==> src/rtl/ldr_writeback_pipe_pkg.sv <==
// Purpose: shared types, opcode constants and load decode for the load write-back pipe.
// Latency: n/a (types and a combinational helper only).
// Backpressure: n/a.
package ldr_writeback_pipe_pkg;

    // Entries carry addresses at a fixed maximum width so the struct can live
    // in the package; the top narrows them back to RW at its ports.
    localparam int ADDR_MAX_W = 8;

    localparam logic [2:0] OPC_LD_HI  = 3'b110;
    localparam logic [3:0] OPC_LD_ALT = 4'b1000;

    typedef logic [ADDR_MAX_W-1:0] reg_addr_t;

    typedef struct packed {
        logic      valid;
        reg_addr_t rd;
        reg_addr_t rn;
        logic      wb_base;
        logic      tag;
    } ldwb_entry_t;

    // Only opcode bits [6:3] take part in the load decode.
    function automatic logic is_load(input logic [3:0] opc_hi);
        return (opc_hi[3:1] == OPC_LD_HI) | (opc_hi == OPC_LD_ALT);
    endfunction

endpackage

==> src/rtl/ldr_writeback_pipe_stage.sv <==
// Purpose: one pipeline register of the load write-back pipe (ldwb_stage).
// Latency: 1 cycle, d to q.
// Backpressure: none; the stage loads every cycle, kill clears the captured valid.
//
// Ports: clk, rst_n (async active-low), d (incoming entry), kill (drop the
// incoming entry's valid), q (registered entry).
module ldwb_stage
    import ldr_writeback_pipe_pkg::*;
(
    input  logic        clk,
    input  logic        rst_n,
    input  ldwb_entry_t d,
    input  logic        kill,
    output ldwb_entry_t q
);

    ldwb_entry_t nxt;

    always_comb begin
        nxt       = d;
        nxt.valid = d.valid & ~kill;
    end

    always_ff @(posedge clk or negedge rst_n) begin
        if (!rst_n) begin
            q <= '0;
        end else begin
            q <= nxt;
        end
    end

endmodule

==> src/rtl/ldr_writeback_pipe.sv <==
// Purpose: tracks in-flight loads through DEPTH stages, issues rd/base RF write enables, exposes a load-use scoreboard.
// Latency: DEPTH cycles from the capture edge to w_en_ldr/w_en_base (the tail outputs are registered).
// Backpressure: none; the pipe advances every cycle, sel_stall injects a bubble, branch mismatch squashes.
//
// Ports: opcode_decoded/rd_in/rn_in/P_in/W_in/branch_in/sel_stall describe the
// entering slot; branch_ref is the current architectural tag; chk_addr_a/b are
// the source registers the issue stage wants checked. Outputs are the two RF
// write ports (ldr = load data, base = base update), the tail branch tag,
// the two hazard flags and the count of live in-flight loads.
module ldr_writeback_pipe
    import ldr_writeback_pipe_pkg::*;
#(
    parameter int DEPTH = 3,
    parameter int NREG  = 16,
    parameter int RW    = 4,
    parameter int CW    = 4
) (
    input  logic          clk,
    input  logic          rst_n,
    input  logic [6:0]    opcode_decoded,
    input  logic [RW-1:0] rd_in,
    input  logic [RW-1:0] rn_in,
    input  logic          P_in,
    input  logic          W_in,
    input  logic          branch_in,
    input  logic          branch_ref,
    input  logic          sel_stall,
    input  logic [RW-1:0] chk_addr_a,
    input  logic [RW-1:0] chk_addr_b,
    output logic          w_en_ldr,
    output logic [RW-1:0] w_addr_ldr,
    output logic          w_en_base,
    output logic [RW-1:0] w_addr_base,
    output logic          branch_value,
    output logic          hazard_a,
    output logic          hazard_b,
    output logic [CW-1:0] pending_cnt
);

    // ------------------------------------------------------------------
    // Capture decode
    // ------------------------------------------------------------------
    logic        is_ld;
    logic        unused_opc_lo;
    ldwb_entry_t cap;

    assign is_ld         = is_load(opcode_decoded[6:3]);
    assign unused_opc_lo = ^opcode_decoded[2:0];

    always_comb begin
        cap         = '0;
        cap.valid   = is_ld;
        cap.rd      = reg_addr_t'(rd_in);
        cap.rn      = reg_addr_t'(rn_in);
        // Post-index (P=0) always writes the base back; pre-index only with W.
        cap.wb_base = is_ld & (W_in | ~P_in);
        cap.tag     = branch_in;
    end

    // ------------------------------------------------------------------
    // Stage chain. A stage is live only while its tag still matches the
    // architectural tag; a non-live entry still moves on but its valid is
    // cleared by the next stage, so it can never reach the write ports.
    // ------------------------------------------------------------------
    ldwb_entry_t      stg [DEPTH];
    logic [DEPTH-1:0] live;

    always_comb begin
        for (int i = 0; i < DEPTH; i++) begin
            live[i] = stg[i].valid & (stg[i].tag == branch_ref);
        end
    end

    for (genvar i = 0; i < DEPTH; i++) begin : g_stage
        ldwb_entry_t d;
        logic        kill;

        if (i == 0) begin : g_head
            assign d    = cap;
            assign kill = sel_stall;
        end else begin : g_body
            assign d    = stg[i-1];
            assign kill = ~live[i-1];
        end

        ldwb_stage u_stage (
            .clk   (clk),
            .rst_n (rst_n),
            .d     (d),
            .kill  (kill),
            .q     (stg[i])
        );
    end

    // ------------------------------------------------------------------
    // Tail output register: the write cycle itself. Addresses are zeroed
    // whenever their enable is low.
    // ------------------------------------------------------------------
    logic t_live;
    logic t_base;

    assign t_live = live[DEPTH-1];
    assign t_base = t_live & stg[DEPTH-1].wb_base;

    always_ff @(posedge clk or negedge rst_n) begin
        if (!rst_n) begin
            w_en_ldr     <= 1'b0;
            w_addr_ldr   <= '0;
            w_en_base    <= 1'b0;
            w_addr_base  <= '0;
            branch_value <= 1'b0;
        end else begin
            w_en_ldr     <= t_live;
            w_addr_ldr   <= t_live ? stg[DEPTH-1].rd[RW-1:0] : '0;
            w_en_base    <= t_base;
            w_addr_base  <= t_base ? stg[DEPTH-1].rn[RW-1:0] : '0;
            branch_value <= stg[DEPTH-1].tag;
        end
    end

    // The load stays pending through its write cycle; w_en_ldr is only set
    // for a live entry, so it doubles as the tail valid bit.
    logic tail_live;
    assign tail_live = w_en_ldr & (branch_value == branch_ref);

    // ------------------------------------------------------------------
    // Load-use scoreboard and in-flight count. Addresses at or above NREG
    // do not name a tracked register and never report a hazard.
    // ------------------------------------------------------------------
    logic a_tracked;
    logic b_tracked;

    assign a_tracked = int'(chk_addr_a) < NREG;
    assign b_tracked = int'(chk_addr_b) < NREG;

    always_comb begin
        hazard_a    = tail_live & (w_addr_ldr == chk_addr_a);
        hazard_b    = tail_live & (w_addr_ldr == chk_addr_b);
        pending_cnt = CW'(tail_live);
        for (int i = 0; i < DEPTH; i++) begin
            hazard_a    = hazard_a | (live[i] & (stg[i].rd == reg_addr_t'(chk_addr_a)));
            hazard_b    = hazard_b | (live[i] & (stg[i].rd == reg_addr_t'(chk_addr_b)));
            pending_cnt = pending_cnt + CW'(live[i]);
        end
        hazard_a = hazard_a & a_tracked;
        hazard_b = hazard_b & b_tracked;
    end

endmodule

==> config.mk <==
export PLATFORM = sky130hd
export DESIGN_NAME = ldr_writeback_pipe
export DESIGN_NICKNAME = d
export VERILOG_FILES = /design/src/rtl/ldr_writeback_pipe_pkg.sv /design/src/rtl/ldr_writeback_pipe_stage.sv /design/src/rtl/ldr_writeback_pipe.sv
export SDC_FILE = /design/constraint.sdc
export NUM_CORES = 1
export LEC_CHECK = 0
export CELL_PAD_IN_SITES_DETAIL_PLACEMENT = 0
export CELL_PAD_IN_SITES_GLOBAL_PLACEMENT = 1
export CORE_UTILIZATION = 40
export DETAILED_ROUTE_END_ITERATION = 12
export HOLD_SLACK_MARGIN = 0.15
export PLACE_DENSITY_LB_ADDON = 0.12
export SYNTH_ARGS = -nofsm -noshare
export SYNTH_HDL_FRONTEND = slang
export SYNTH_SLANG_ARGS = --single-unit
==> constraint.sdc <==
create_clock -name clk -period 3.5 [get_ports clk]
set_input_delay 0.525 -clock clk [delete_from_list [all_inputs] [get_ports clk]]
set_output_delay 0.525 -clock clk [all_outputs]
set_load 0.05 [all_outputs]
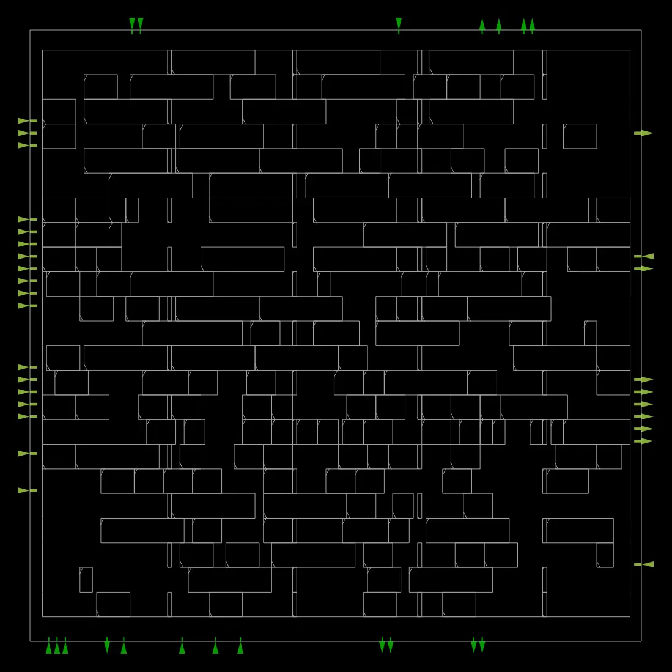
Run 1: placement view
area of the core: 0.00406 sq mm
Tapcells: 50
Layout fillers: 321
Core Util, Final: 56.8%
Seq/total area: 47.8%

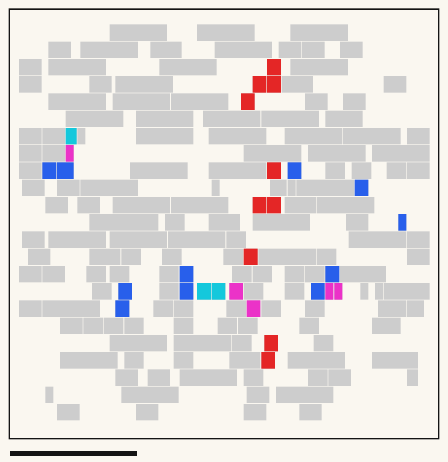
Run 1: gate-type map
Bar = 20 um.
| family | colour | cells |
|---|---|---|
| NOR gates | magenta | 5 |
| inverting AOI/OAI gates | cyan | 3 |
| AND and OR gates | red | 10 |
| NAND gates | blue | 11 |

==> results_dict.tcl, run 1 <==
# collected from the flow reports
set metrics [dict create \
    synth-edff-count 0 \
    final_layout_top_logic_cells "44 x dfrtp_1, 38 x clkdlybuf4s50_1, 27 x xnor2_1" \
    fin_tns_setup_ns 0 \
    period_minus_slack_ns 3.20 \
    grt_start_max_net_pins 45 \
    warnings 29 \
    wl_mm 2.77 \
    min_path_type "register to register" \
    cts_tree "built" \
    powerDensity_mw_per_mm2 454 \
    syn-mean-instance-area_sq_um 13.6 \
    fp_util_pct 42.3 \
    ys_seq_share_pct 64.2 \
    rsz0062_at_grt "no" \
    ios 47 \
    crit_top_cell "ha_1" \
    layout_top_cell "dfrtp_1" \
    max-cap-violations 0 \
    grt_usage_pct 14.2 \
    clock_latency_ns 0.29 \
    hpwl_mm 2.10 \
    path_max_fanout 4 \
    cpPeakStageDelay_ns 0.62 \
    num-nets-final 203 \
    clock_skew_ns 0.00431 \
    hold_ws_ns 0.352 \
    ys_area_sq_mm 0.00172 \
    fp_nets 159 \
    period_used_pct 91.3 \
    final-hold-violation-count 0 \
    top_logic_kind "XOR/XNOR gates" \
    status "completed" \
    crit_chain "clkdlybuf4s50_1 -> xnor2_1 -> nand2_2 -> fa_1 -> inv_1 -> ha_1 -> ha_1 -> buf_12" \
    drcViolationCount 0 \
    synth_area_sq_mm 0.00172 \
    leakage_nw 1.03 \
    cp-end-kind "primary output" \
    grt_pass1_wl_mm 4.42 \
    cts_max_level 2 \
    compound_area_share_pct 2.04 \
    worst_ir_drop_vdd_mv 0.323 \
    yosys_cells 126 \
    setup_viol 0 \
    r2r_setup_slack_ns 2.28 \
    relSlewSlack_pct 36.6 \
    reg2reg_depth 4 \
    ys_sh_mux_pct 0 \
    worst_slew_pin_slew_ns 0.951 \
    dieArea_sq_mm 0.00455 \
    r2r_start "g_stage[2].u_stage.q[0]" \
]
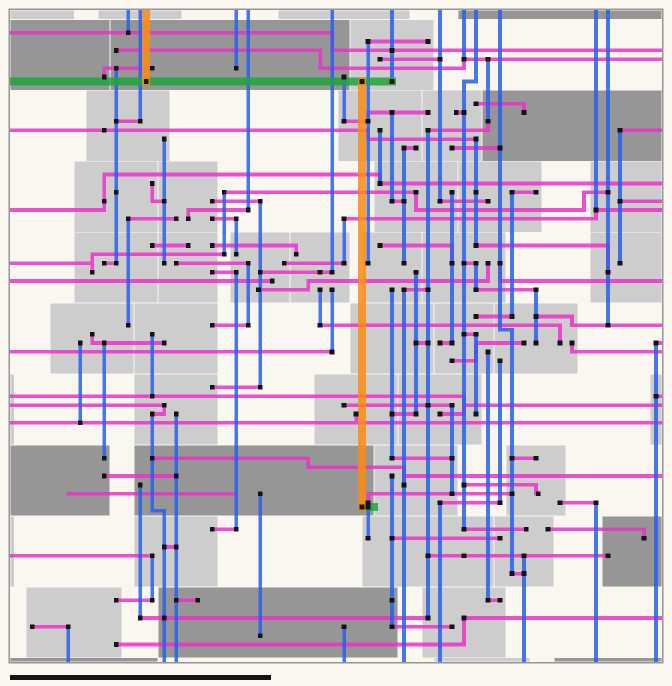
Run 1: close-up of the layout
Bar = 10 um. Window x 21 to 46, y 8 to 33 um. Cells in grey, sequential cells in the stronger grey; small squares are vias.
| layer | colour |
|---|---|
| met4 | orange |
| met3 | green |
| met1 | magenta |
| met2 | blue |
most frequent: xnor2_1 (9), xor2_1 (8), dfrtp_1 (4)
netlist names of flops here include: g_stage.u_stage.q (3), w_addr_ldr (1)
cells with their middle in the window: 35
sequential cells in the window: 4

==> run 1: area by class of cell <==
type                    instances  area (sq um)  share of cell area, %
clock buffers                   6          82.6                   3.58
clock inverters                 2          38.8                   1.68
inverters                       5          18.8                  0.814
multi-input cells              71           561                   24.3
flip-flops and latches         44          1100                   47.8
well taps                      50          62.6                   2.71
repair buffers                 43           440                   19.1
==> run 1: Yosys cell counts (all sizes together) (2+ instances only) <==
cell   number  share of area [%]
o22ai       2               0.73
and2        5                1.8
xor2        8                4.1
nor2        3               0.66
nand2       3               0.95
buf         6                2.0
nand4       6                2.2
dfrtp      44                 64
a211o       2                1.0
and3        5                1.8
inv         5                1.1
ha          2                1.5
xnor2      28                 15
nor4        2               0.73
==> run 1: flip-flops by register name, indices dropped and copies added, names as in the netlist <==
name / count
branch_value: 1
g_stage.u_stage.q: 33
w_addr_base: 4
w_addr_ldr: 4
w_en_base: 1
w_en_ldr: 1
==> run 1: power by group <==
group / internal (mW) / leakage [nW] / switching, mW
clock network: 0.233 / 0.0614 / 0.168
registers: 0.527 / 0.547 / 0.0118
logic: 0.0572 / 0.424 / 0.0497
==> run 1: per-stage QoR <==
step	cells	util [%]	instance area, sq um	total power, mW	worst slack, ns
after floorplan	126	-	1720	0.603	0.760
after global placement	213	53.8	2180	0.656	0.330
final	221	56.8	2300	1.05	0.305
after CTS	221	56.8	2300	1.06	0.287
after global routing	221	56.8	2300	1.09	0.209
after detailed placement	213	53.8	2180	0.658	0.299
==> run 1: per-layer routing <==
| layer | global-route usage, % | up-vias | routed length [um] |
|---|---|---|---|
| li1 | - | 489 | - |
| met1 | 18.0 | 460 | 1300 |
| met2 | 20.8 | 34 | 1270 |
| met3 | 4.73 | 6 | 140 |
| met4 | 8.78 | 0 | 59 |
| met5 | 0 | - | 0 |
==> inputs of run 2 (changes only) <==
==> constraint.sdc (replaced) <==
create_clock -name clk -period 3.5 [get_ports clk]
set_input_delay 0.7 -clock clk [delete_from_list [all_inputs] [get_ports clk]]
set_output_delay 0.7 -clock clk [all_outputs]
set_load 0.05 [all_outputs]
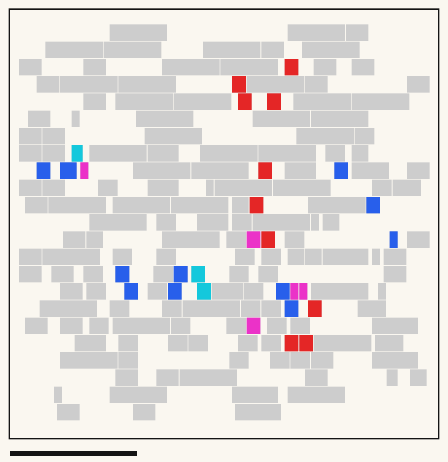
Run 2: gate-type map
Bar = 20 um.
Comb/total area: 24.1%
post-route insts no fill: 224
most numerous logic cell after layout: dfrtp_1

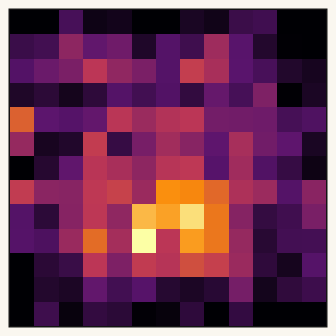
Run 2: routed metal per tile
13 x 13 tiles, from black (low) to pale yellow (high), scaled to the fullest tile. Values are wire area over tile area, all layers added.
nearly empty tiles: 11%
fullest tile: 0.36
mean over tiles: 0.097

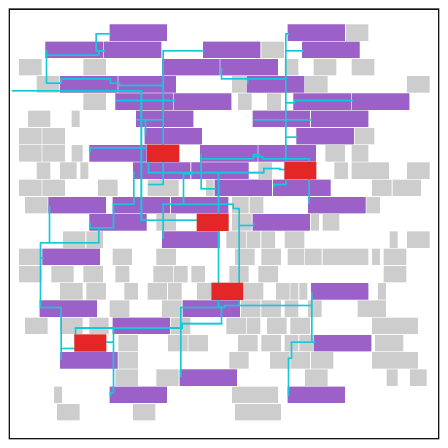
Run 2: clock network drawn from the DEF
[cells driving clock nets] red | count: 5
[clock wires] cyan | length: 497 um
[flip-flops] purple | count: 44
routed clock nets: 6

==> run 2 against run 1 <==
Effect of this change:
- setup slack improved by 0.12 ns
- total power fell by 6.8%
- clock skew rose by 0.0019 ns
- synthesized cell count did not move
- cell count rose by 1.4%
- flip-flop count did not move
- via count rose by 4.0%
- final area rose by 0.92%
- die area did not move
- register-to-register slack improved by 0.08 ns
- non-clock buffer count rose by 3
- critical path type unchanged
==> results_dict.tcl, run 2 <==
# collected from the flow reports
set metrics [dict create \
    yosysTopAreaCellShare_pct 64.2 \
    r2r_start "g_stage[2].u_stage.q[0]" \
    period_used_pct 87.9 \
    worst_ir_drop_vdd_mv 0.270 \
    num-nets-final 206 \
    setup_viol 0 \
    period_minus_slack_ns 3.08 \
    yosys.area.top_type "dfrtp_1" \
    ios 47 \
    cts_tree "built" \
    ys_area_sq_mm 0.00172 \
    cts_max_level 2 \
    yosys_cells 126 \
    fillers 339 \
    wl_met3_um 157 \
    clock_latency_ns 0.29 \
    hpwl_mm 2.19 \
    crit_chain "dlymetal6s2s_1 -> xnor2_1 -> nand2_2 -> fa_1 -> inv_1 -> ha_1 -> ha_1 -> buf_12" \
    warnings 29 \
    synth_area_sq_mm 0.00172 \
    fp_util_pct 42.3 \
    grt_pass1_wl_mm 4.54 \
    grt_usage_pct 14.3 \
    max-cap-violations 0 \
    drcViolationCount 0 \
    n_antenna_cell 0 \
    largest_register_ffs 33 \
    crit_top_cell "ha_1" \
    dieArea_sq_mm 0.00455 \
    relSlewSlack_pct 38.0 \
    synth-edff-count 0 \
    reg.largest.list "g_stage.u_stage.q (33), w_addr_base (4), w_addr_ldr (4)" \
    final_layout_top_logic_cells "44 x dfrtp_1, 35 x clkdlybuf4s50_1, 27 x xnor2_1" \
    clock_skew_ns 0.00618 \
    top_layer_used "met4" \
    cpPeakStageDelay_ns 0.53 \
    wl_met2_mm 1.39 \
    powerDensity_mw_per_mm2 419 \
    status "completed" \
    common_cells "44 x dfrtp_1, 27 x xnor2_1, 8 x xor2_1" \
    syn-mean-instance-area_sq_um 13.6 \
    worst_slew_pin_slew_ns 0.930 \
    core-area_sq_mm 0.00406 \
    wl_mm 2.81 \
    rsz0062_at_grt "no" \
    grt_start_max_net_pins 45 \
    r2r_setup_slack_ns 2.36 \
    leakage_nw 1.05 \
    area_leaders "dfrtp_1 64%, xnor2_1 14%, xor2_1 4.1%" \
    final-hold-violation-count 0 \
    top_register "g_stage.u_stage.q" \
    fin_tns_setup_ns 0 \
]
-- run 2: cell counts after synthesis --
No cell type changed its count.
-- run 2: area by class of cell --
type | instances | area [sq um] | share of cell area (%)
sequential | 44 | 1100 | 47.3
timing repair buffer | 46 | 485 | 20.9
clock inverter | 2 | 15.0 | 0.646
clock buffer | 6 | 82.6 | 3.55
inverter | 5 | 18.8 | 0.807
multi-input combinational | 71 | 561 | 24.1
tap | 50 | 62.6 | 2.69
-- run 2: kinds of logic after synthesis --
group	synth area share, %
AND-OR/OR-AND	2.04
XOR/XNOR	18.8
adder cells (fa/ha/maj)	2.63
buffers and inverters	3.14
flip-flops	64.2
other	0.219
AND/OR/NAND/NOR	8.97
-- run 2: repair_timing --
| action | in CTS | in global routing |
|---|---|---|
| buffers inserted | 0 | 0 |
| setup endpoints to repair | 0 | 1 |
| gates resized | 0 | 1 |
-- run 2: per-stage QoR --
step                setup slack, ns  hold WS, ns  util [%]  instance area [sq um]  power (mW)
CTS                          0.0550        0.352      57.3                   2320       0.992
finish                        0.424        0.351      57.3                   2330       0.976
global route                  0.346        0.360      57.3                   2330        1.02
floorplan                     0.410        0.331         -                   1720       0.603
detailed placement           0.0618        0.335      54.9                   2230       0.659
global placement             0.0713        0.332      54.9                   2230       0.657
-- run 2: report_power, final --
part           total [mW]  switching [mW]  internal, mW  leakage [nW]
Combinational       0.107          0.0499        0.0575         0.455
Clock               0.329           0.169         0.160        0.0434
Sequential          0.539          0.0120         0.527         0.547
-- run 2: routing by layer --
layer | up-vias | global-route usage (%)
met5 | - | 0
met4 | 0 | 5.59
met3 | 2 | 5.24
met2 | 35 | 22.9
met1 | 493 | 17.3
li1 | 499 | -
==> inputs of run 3 (changes only) <==
Settings changed: ABC_CLOCK_PERIOD_IN_PS from default to 3500.
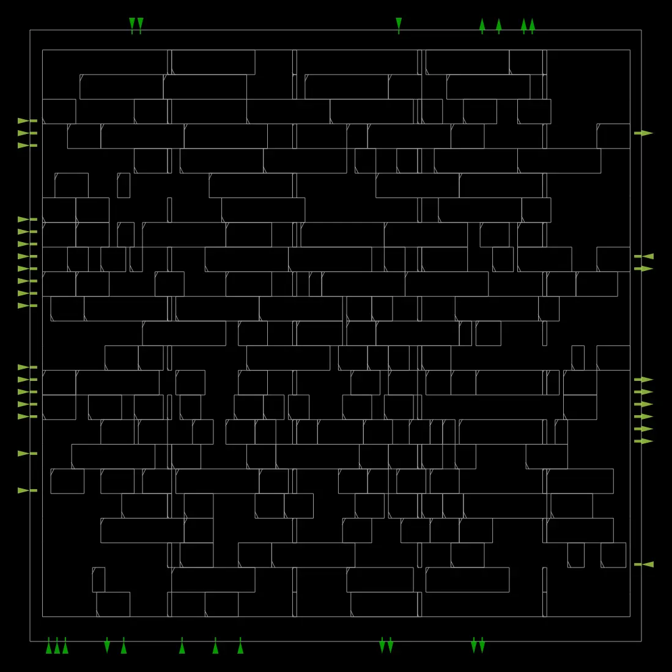
Run 3: placement view
Layout fillers: 339
Seq/total area: 47.3%
Row Count: 23
Seq cells: 44
Core Util, Final: 57.3%

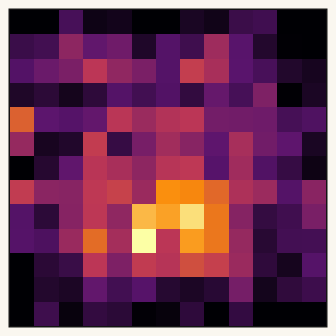
Run 3: routed metal per tile
13 x 13 tiles, from black (low) to pale yellow (high), scaled to the fullest tile. Values are wire area over tile area, all layers added.
densest ninth of the die: centre
tiles over half the peak: 12%
mean over tiles: 0.097

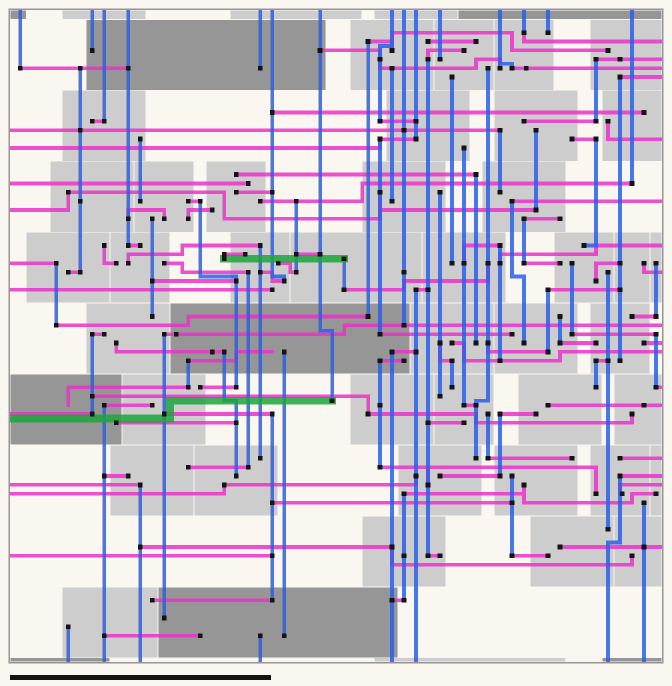
Run 3: close-up of the layout
Bar = 10 um. Window x 21 to 46, y 8 to 33 um. Cells in grey, sequential cells in the stronger grey; small squares are vias.
| layer | colour |
|---|---|
| met1 | magenta |
| met3 | green |
| met2 | blue |
sequential cells in the window: 3
most frequent: xnor2_1 (15), xor2_1 (7), nand4_1 (4)
cells with their middle in the window: 41
netlist names of flops here include: g_stage.u_stage.q (3)

==> run 3 against run 2 <==
Effect of this change:
- global-route usage is the same
- total power is the same
- flip-flop count is the same
- hold slack is the same
==> results_dict.tcl, run 3 <==
# collected from the flow reports
set metrics [dict create \
    top_layer_used "met4" \
    num-nets-final 206 \
    layout_top_cell "dfrtp_1" \
    pre_cts_slack_ns 0.0618 \
    ios 47 \
    final_layout_top_logic_cells "44 x dfrtp_1, 35 x clkdlybuf4s50_1, 27 x xnor2_1" \
    max-cap-violations 0 \
    top_logic_kind "XOR/XNOR gates" \
    grtUsageMet3_pct 5.24 \
    wl_mm 2.81 \
    synth-edff-count 0 \
    p_total_uw 976 \
    grt_use_met1_pct 17.3 \
    hpwl_mm 2.19 \
    status "completed" \
    grt_use_met2_pct 22.9 \
    grt_usage_pct 14.3 \
    hold_ws_ns 0.351 \
    setup_viol 0 \
    cts_max_level 2 \
    grt_start_max_net_pins 45 \
    ys_sh_mux_pct 0 \
    n_antenna_cell 0 \
    die_x_um 67.5 \
    warnings 29 \
    rsz0062_at_grt "no" \
    worst_ir_drop_vdd_mv 0.270 \
    drcViolationCount 0 \
    dr.pass1.iters 4 \
    async_flop_share_pct 100 \
    crit_top_cell "ha_1" \
    yosys.area.top_type "dfrtp_1" \
    grt_pass1_wl_mm 4.54 \
    fin_ws_ns 0.424 \
    common_cells "44 x dfrtp_1, 27 x xnor2_1, 8 x xor2_1" \
    clock_skew_ns 0.00618 \
    wl_met3_um 157 \
    syn-mean-instance-area_sq_um 13.6 \
    clock_latency_ns 0.29 \
    core-area_sq_mm 0.00406 \
    top_register "g_stage.u_stage.q" \
    grt_most_used_layer "met2" \
    place_area_sq_mm 0.00223 \
    grt_overflow 0 \
    powerDensity_mw_per_mm2 419 \
    synth_area_sq_mm 0.00172 \
    instances_no_fill 224 \
    leakage_nw 1.05 \
    fp_util_pct 42.3 \
    synthXorXnorAreaFrac_pct 18.8 \
    cts_tree "built" \
    period_minus_slack_ns 3.08 \
    period_used_pct 87.9 \
    wl_met2_mm 1.39 \
    ys_area_sq_mm 0.00172 \
    final-hold-violation-count 0 \
    fin_tns_setup_ns 0 \
    ys_sh_adder_pct 2.63 \
    synth_flops 44 \
    yosysTopAreaCellShare_pct 64.2 \
    worst_slew_pin_slew_ns 0.930 \
    yosys_cells 126 \
    relSlewSlack_pct 38.0 \
    stdcell_area_sq_mm 0.00233 \
    crit_chain "dlymetal6s2s_1 -> xnor2_1 -> nand2_2 -> fa_1 -> inv_1 -> ha_1 -> ha_1 -> buf_12" \
    reg.largest.list "g_stage.u_stage.q (33), w_addr_base (4), w_addr_ldr (4)" \
]
-- run 3: final timing paths --
path	to	slack (ns)	cells past startpoint	start
max in group asynchronous	g_stage[1].u_stage.q[13]	2.37	1	rst_n
min	g_stage[2].u_stage.q[3]	0.35	0	g_stage[1].u_stage.q[3]
max	pending_cnt[1]	0.42	8	branch_ref
max reg2reg	w_addr_base[3]	2.36	3	g_stage[2].u_stage.q[0]
min in group asynchronous	w_addr_ldr[3]	0.54	1	rst_n
min reg2reg	g_stage[2].u_stage.q[3]	0.35	0	g_stage[1].u_stage.q[3]
-- run 3: cell families (layout without fill, tap and decap cells) --
logic type / Yosys count / after routing
buf+inv: 11 / 59
fa+ha+maj: 3 / 3
other cells: 1 / 1
simple gates: 26 / 26
xor+xnor: 36 / 36
compound gates: 5 / 5
flops: 44 / 44
-- run 3: timing repair --
item,4_1_cts,5_1_grt
setup endpoints to repair,0,1
resized,0,1
buffers inserted,0,0
endpoints found under the hold margin,0,0
-- run 3: layout make-up --
cell class / count / area (sq um) / area share [%]
clock buffer: 6 / 82.6 / 3.55
clock inverter: 2 / 15.0 / 0.646
inverter: 5 / 18.8 / 0.807
multi-input combinational: 71 / 561 / 24.1
sequential: 44 / 1100 / 47.3
tap: 50 / 62.6 / 2.69
timing repair buffer: 46 / 485 / 20.9
-- run 3: where the power goes --
| part | switching (mW) | internal (mW) |
|---|---|---|
| sequential | 0.0120 | 0.527 |
| combinational | 0.0499 | 0.0575 |
| clock | 0.169 | 0.160 |
| total | 0.231 | 0.744 |
Power figures rest on the tool's default switching activity, not on a simulated workload.
